### src/rtl/rv32i_defs_pkg.sv
// Shared RV32I definitions: format codes, base opcodes and loader FSM state encodings.
package rv32i_defs;

  typedef enum logic [2:0] {
    FMT_R = 3'd0,
    FMT_I = 3'd1,
    FMT_S = 3'd2,
    FMT_B = 3'd3,
    FMT_U = 3'd4,
    FMT_J = 3'd5
  } fmt_e;

  localparam logic [6:0] OP_RTYPE  = 7'h33;
  localparam logic [6:0] OP_ITYPE  = 7'h13;
  localparam logic [6:0] OP_LOAD   = 7'h03;
  localparam logic [6:0] OP_STORE  = 7'h23;
  localparam logic [6:0] OP_BRANCH = 7'h63;
  localparam logic [6:0] OP_JAL    = 7'h6F;
  localparam logic [6:0] OP_JALR   = 7'h67;
  localparam logic [6:0] OP_LUI    = 7'h37;
  localparam logic [6:0] OP_AUIPC  = 7'h17;

  typedef enum logic [1:0] {
    ST_IDLE  = 2'd0,
    ST_RUN   = 2'd1,
    ST_WRITE = 2'd2,
    ST_DONE  = 2'd3
  } state_e;

endpackage

### src/rtl/inst_word_pack.sv
// Combinational RV32I packer: fields + immediate -> 32-bit word, with illegal-format and
// (when IMM_RANGE_CHECK_EN is defined) immediate-range flags.
module inst_word_pack
  import rv32i_defs::*;
(
  input  logic [2:0]  fmt_i,
  input  logic [6:0]  opcode_i,
  input  logic [2:0]  funct3_i,
  input  logic [6:0]  funct7_i,
  input  logic [4:0]  rd_i,
  input  logic [4:0]  rs1_i,
  input  logic [4:0]  rs2_i,
  input  logic [31:0] imm_i,
  output logic [31:0] word_o,
  output logic        illegal_o,
  output logic        range_err_o
);

  always_comb begin
    word_o    = '0;
    illegal_o = 1'b0;
    case (fmt_i)
      FMT_R: word_o = {funct7_i, rs2_i, rs1_i, funct3_i, rd_i, opcode_i};
      FMT_I: word_o = {imm_i[11:0], rs1_i, funct3_i, rd_i, opcode_i};
      FMT_S: word_o = {imm_i[11:5], rs2_i, rs1_i, funct3_i, imm_i[4:0], opcode_i};
      FMT_B: word_o = {imm_i[12], imm_i[10:5], rs2_i, rs1_i, funct3_i,
                       imm_i[4:1], imm_i[11], opcode_i};
      FMT_U: word_o = {imm_i[31:12], rd_i, opcode_i};
      FMT_J: word_o = {imm_i[20], imm_i[10:1], imm_i[11], imm_i[19:12], rd_i, opcode_i};
      default: illegal_o = 1'b1;
    endcase
  end

`ifdef IMM_RANGE_CHECK_EN
  // A value fits in N signed bits when everything above bit N-2 is a copy of the sign.
  function automatic logic fits_s12(input logic [31:0] v);
    return (v[31:11] == '0) || (v[31:11] == '1);
  endfunction

  function automatic logic fits_s13(input logic [31:0] v);
    return (v[31:12] == '0) || (v[31:12] == '1);
  endfunction

  function automatic logic fits_s21(input logic [31:0] v);
    return (v[31:20] == '0) || (v[31:20] == '1);
  endfunction

  always_comb begin
    range_err_o = 1'b0;
    case (fmt_i)
      FMT_I, FMT_S: range_err_o = !fits_s12(imm_i);
      FMT_B:        range_err_o = !fits_s13(imm_i) || imm_i[0];
      FMT_U:        range_err_o = (imm_i[11:0] != '0);
      FMT_J:        range_err_o = !fits_s21(imm_i) || imm_i[0];
      default:      range_err_o = 1'b0;
    endcase
  end
`else
  assign range_err_o = 1'b0;
`endif

endmodule

### src/rtl/inst_encoder_loader.sv
// Session FSM that packs field-level commands into RV32I words and streams them to imem.
// Optional immediate range checking is enabled with IMM_RANGE_CHECK_EN.
module inst_encoder_loader
  import rv32i_defs::*;
#(
  parameter int ADDR_W    = 32,
  parameter int MAX_WORDS = 256
) (
  input  logic                       clk,
  input  logic                       rst_n,
  input  logic                       start,
  input  logic [ADDR_W-1:0]          base_addr,
  input  logic                       cmd_valid,
  output logic                       cmd_ready,
  input  logic [2:0]                 cmd_fmt,
  input  logic [6:0]                 cmd_opcode,
  input  logic [2:0]                 cmd_funct3,
  input  logic [6:0]                 cmd_funct7,
  input  logic [4:0]                 cmd_rd,
  input  logic [4:0]                 cmd_rs1,
  input  logic [4:0]                 cmd_rs2,
  input  logic [31:0]                cmd_imm,
  input  logic                       cmd_last,
  output logic                       imem_we,
  output logic [ADDR_W-1:0]          imem_addr,
  output logic [31:0]                imem_wdata,
  input  logic                       imem_gnt,
  output logic                       busy,
  output logic                       done,
  output logic [$clog2(MAX_WORDS):0] word_count,
  output logic                       err_illegal,
  output logic                       err_range
);

  localparam int CW = $clog2(MAX_WORDS) + 1;

  state_e            state_q, state_d;
  logic [ADDR_W-1:0] addr_q, addr_d;
  logic [31:0]       wdata_q, wdata_d;
  logic [CW-1:0]     cnt_q, cnt_d;
  logic              last_q, last_d;
  logic              err_ill_q, err_ill_d;
  logic              err_rng_q, err_rng_d;

  logic [31:0] pack_word;
  logic        pack_illegal;
  logic        pack_range_err;

  inst_word_pack u_pack (
    .fmt_i       (cmd_fmt),
    .opcode_i    (cmd_opcode),
    .funct3_i    (cmd_funct3),
    .funct7_i    (cmd_funct7),
    .rd_i        (cmd_rd),
    .rs1_i       (cmd_rs1),
    .rs2_i       (cmd_rs2),
    .imm_i       (cmd_imm),
    .word_o      (pack_word),
    .illegal_o   (pack_illegal),
    .range_err_o (pack_range_err)
  );

  always_ff @(posedge clk or negedge rst_n) begin
    if (!rst_n) begin
      state_q   <= ST_IDLE;
      addr_q    <= '0;
      wdata_q   <= '0;
      cnt_q     <= '0;
      last_q    <= 1'b0;
      err_ill_q <= 1'b0;
      err_rng_q <= 1'b0;
    end else begin
      state_q   <= state_d;
      addr_q    <= addr_d;
      wdata_q   <= wdata_d;
      cnt_q     <= cnt_d;
      last_q    <= last_d;
      err_ill_q <= err_ill_d;
      err_rng_q <= err_rng_d;
    end
  end

  always_comb begin
    state_d   = state_q;
    addr_d    = addr_q;
    wdata_d   = wdata_q;
    cnt_d     = cnt_q;
    last_d    = last_q;
    err_ill_d = err_ill_q;
    err_rng_d = err_rng_q;
    case (state_q)
      ST_IDLE: begin
        if (start) begin
          addr_d    = base_addr & ~ADDR_W'(3);
          cnt_d     = '0;
          err_ill_d = 1'b0;
          err_rng_d = 1'b0;
          state_d   = ST_RUN;
        end
      end
      ST_RUN: begin
        if (cmd_valid) begin
          last_d = cmd_last;
          // Rejected commands are dropped in place; cmd_last still closes the session.
          if (pack_illegal || pack_range_err) begin
            err_ill_d = err_ill_q | pack_illegal;
            err_rng_d = err_rng_q | (!pack_illegal && pack_range_err);
            state_d   = cmd_last ? ST_DONE : ST_RUN;
          end else begin
            wdata_d = pack_word;
            state_d = ST_WRITE;
          end
        end
      end
      ST_WRITE: begin
        if (imem_gnt) begin
          addr_d  = addr_q + ADDR_W'(4);
          cnt_d   = cnt_q + CW'(1);
          state_d = (last_q || (cnt_q + CW'(1) == CW'(MAX_WORDS))) ? ST_DONE : ST_RUN;
        end
      end
      ST_DONE: state_d = ST_IDLE;
      default: state_d = ST_IDLE;
    endcase
  end

  assign cmd_ready   = (state_q == ST_RUN);
  assign imem_we     = (state_q == ST_WRITE);
  assign busy        = (state_q != ST_IDLE);
  assign done        = (state_q == ST_DONE);
  assign imem_addr   = addr_q;
  assign imem_wdata  = wdata_q;
  assign word_count  = cnt_q;
  assign err_illegal = err_ill_q;
  assign err_range   = err_rng_q;

endmodule
### config.mk
export PLATFORM = sky130hd
export DESIGN_NAME = inst_encoder_loader
export DESIGN_NICKNAME = d
export VERILOG_FILES = /design/src/rtl/rv32i_defs_pkg.sv /design/src/rtl/inst_word_pack.sv /design/src/rtl/inst_encoder_loader.sv
export SDC_FILE = /design/constraint.sdc
export NUM_CORES = 1
export LEC_CHECK = 0
export CORE_MARGIN = 2
export CORE_UTILIZATION = 47
export DETAILED_ROUTE_END_ITERATION = 8
export PLACE_DENSITY = 0.95
export SLEW_MARGIN = 20
export SYNTH_ARGS = -nofsm -noshare
export SYNTH_HDL_FRONTEND = slang
export SYNTH_SLANG_ARGS = --single-unit
### constraint.sdc
create_clock -name clk -period 2.75 [get_ports clk]
set_input_delay 0.55 -clock clk [delete_from_list [all_inputs] [get_ports clk]]
set_output_delay 0.55 -clock clk [all_outputs]
set_load 0.1 [all_outputs]
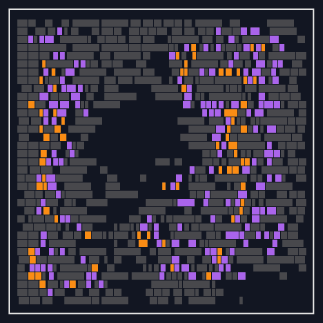
*Gate families picked out*
Drawn at 3 px/µm.
legend:
  nor cells:
    color: orange
    cells: 69
    most_used: nor2_1
    where: widely spread
  aoi and oai cells:
    color: purple
    cells: 166
    most_used: a21oi_1
    where: widely spread
combinational share of cell area: 0.369
final std cells w/o fill: 809
most frequent logic cell in the layout: clkdlybuf4s50_1

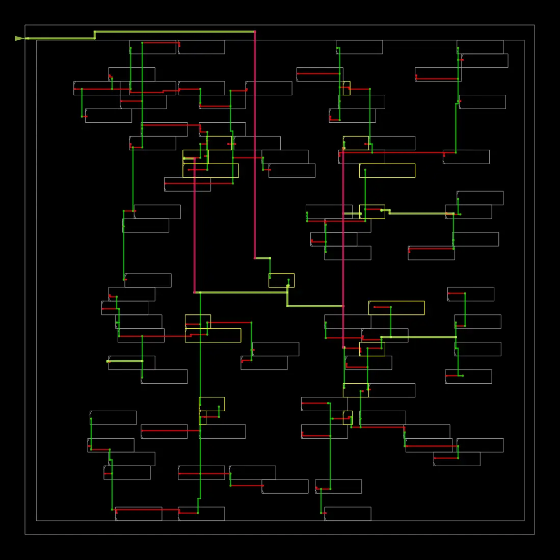
*Clock routing*
clk sinks: 75
Worst-Skew Late Latency: 340 ps
clk_skew: 11.8 ps
clock buf count: 11
Num CTS Buffers: 9

==> Slide: Implementation Results <==
Implementation Results

Route
  – DR pass1 iterations: 5
  – Met3 WL post-DR: 1280 µm
  – Max layer used: met4
  – Remaining DRCs: 0
  – Routed Antenna Nets: 0
  – DR WL met2: 6630 µm
  – Wirelength, routed: 13,500 µm
  – Wire per inst: 16.6 µm
  – Initial DRC count: 311
  – Met1 WL: 5210 µm
  – Detailed-route via count: 4,791
  – Vias per cell: 5.92

Worst setup path
  – CP Class: flip-flop to primary output
  – Reg-to-reg startpoint: state_q[0]
  – WP buf/inv: 3
  – Worst path required time: 2200 ps
  – CP startpoint kind: flip-flop
  – CP max stage delay: 500 ps
  – Critical path data arrival time: 1830 ps
  – Crit path max-delay family: buffers and inverters
  – Crit. Startpoint: state_q[0]
  – Critical-path top delay cell: dfrtp_1
  – Endpoint type of the worst setup path: primary output
  – Crit Path Max Fanout: 21
  – Flop-to-flop setup slack: 570 ps
  – Worst path cell trace: nand2b_1 > buf_4 > inv_2 > buf_12

GRT
  – First-pass GRT wire length: 21,700 µm
  – Largest net degree at the start of global routing: 76
  – Tot GR Track Use: 0.266
  – Vias in the first global route: 4,545
  – Global Route met1 Usage: 0.330
  – GRT busiest layer: met2
  – Met3 usage: 0.0548
  – Overflow after GRT: 0
  – Antenna violations before repair: 0
  – Grt met2 use: 0.447

Layout
  – Number of nets in the layout: 801
  – Plain + repair buffers: 195
  – Gate Area: 2380 µm²
  – Non-Clock Inverter Count: 8
  – Filler cells: 677
  – Antenna cell count: 0
  – Share of layout cells above drive strength 1: 0.196
  – NonClk Buf Share: 0.273
  – Clk tree area frac: 0.0399
  – Sequential standard cell area: 1880 µm²
  – Leading cell kind: combinational gates
  – Number of logic gates: 404
  – Fin area: 6430 µm²
  – Layout area overhead: 45.7%
  – Fraction of area in registers: 0.292
  – FFs & Latches: 75

Clocking
  – Clock transition at the registers of the reported paths: 80 ps
  – Post-CTS Resized: 0
  – H-tree depth: 3
  – Clock root buffer: clkbuf_8
  – Postcts setup bufs: 0
  – CTS max path bufs: 2
  – TritonCTS clock tree: done
  – Hold buffer count at cts: 0

Logic synthesis
  – Mux area share: 0.0578
  – List of most frequent post-synthesis cells: dfrtp_1 (75), nand2_1 (70), a21oi_1 (58)
  – Number of cells in Yosys stat: 523
  – Area fraction in compound gates: 0.242
  – Top-area cell share: 0.425
  – Yosys chip area: 4420 µm²
  – Area leader, netlist: dfrtp_1
  – Post-Syn Area: 4420 µm²
  – Yosys reg bits: 75
  – Avg Cell Area, Syn: 8.44 µm²
  – Xor/xnor share: 0.00397
  – Register share after synthesis: 0.425
  – Synth logic family: AND-OR/OR-AND gates
  – Synth top cell by count: dfrtp_1
  – Unique masters post-synth: 51
  – Async SR Flop Fraction: 1.00
  – Top cells by area: dfrtp_1 (43%), a21oi_1 (6.6%), nand2_1 (6.0%)
  – Yosys simple share: 0.219
  – Post-Syn Instances: 523
  – Ys flop type: dfrtp_1
  – EDFF count, synth: 0
  – Fa+ha+maj area frac: 0.00850

Job
  – Number of OpenROAD warnings: 29

Floorplanning
  – Die width: 101 µm
  – Starting Density: 0.480
  – Io pins: 184
  – Core area: 9200 µm²
  – Rows: 35
  – Full die area: 10,200 µm²
  – Die Ht: 101 µm
  – # Taps: 111

STA
  – Slew @ Worst Pin: 954 ps
  – Final worst-path cycle share: 0.864
  – Hold Vio Cnt, Final: 0
  – Max Clk Rate: 421 MHz
  – Period minus WS final: 2380 ps
  – Final-report setup violation count: 0
  – Slew margin rel.: 0.364
  – Hold WS: 359 ps
  – TNS Setup: 0 ps
  – RSZ-0062 raised after global routing: false
  – Pins Over Slew Limit: 0

Placement
  – Gpl congestion: 0.875
  – Post-DP Area: 6180 µm²
  – Post-placement cell count: 793
  – Dpl hpwl: 9960 µm
  – PortBufs: 178

Outcome
  – Status: finished, final reports clean

Worst hold path
  – Hold Crit Class: input port to asynchronous set/reset pin
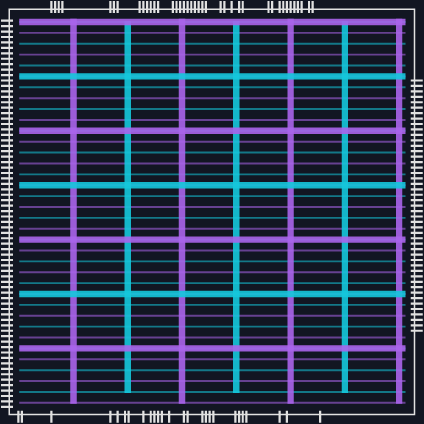
*Power grid*
Drawn at 4 px/µm. Pins as bars on the die edge.
legend:
  VDD:
    color: cyan
  VSS:
    color: purple
rows: 35
met4 straps: 7
signal pins: 184

sequential cells by signal, summed over array words and instances, names as in the netlist:
name / count
imem_wdata: 32
imem_addr: 30
word_count: 9
state_q: 2
err_illegal: 1
last_q: 1
path summary, 6_finish.rpt:
check                                      to  depth (start not counted)
worst max-delay path                  imem_we                          4
worst min-delay path            word_count[8]                          1
worst max register to register   imem_addr[4]                          7
worst min register to register  imem_wdata[8]                          2
max in group asynchronous       imem_wdata[7]                          1
min in group clk                imem_wdata[8]                          2
stage by stage:
| step | setup WS, ps | util |
|---|---|---|
| 6_report | 373 | 0.699 |
| 5_1_grt | 270 | 0.699 |
| 4_1_cts | 383 | 0.699 |
| 3_5_place_dp | 363 | 0.672 |
| 3_3_place_gp | 440 | 0.672 |
| 2_1_floorplan | 119 | - |
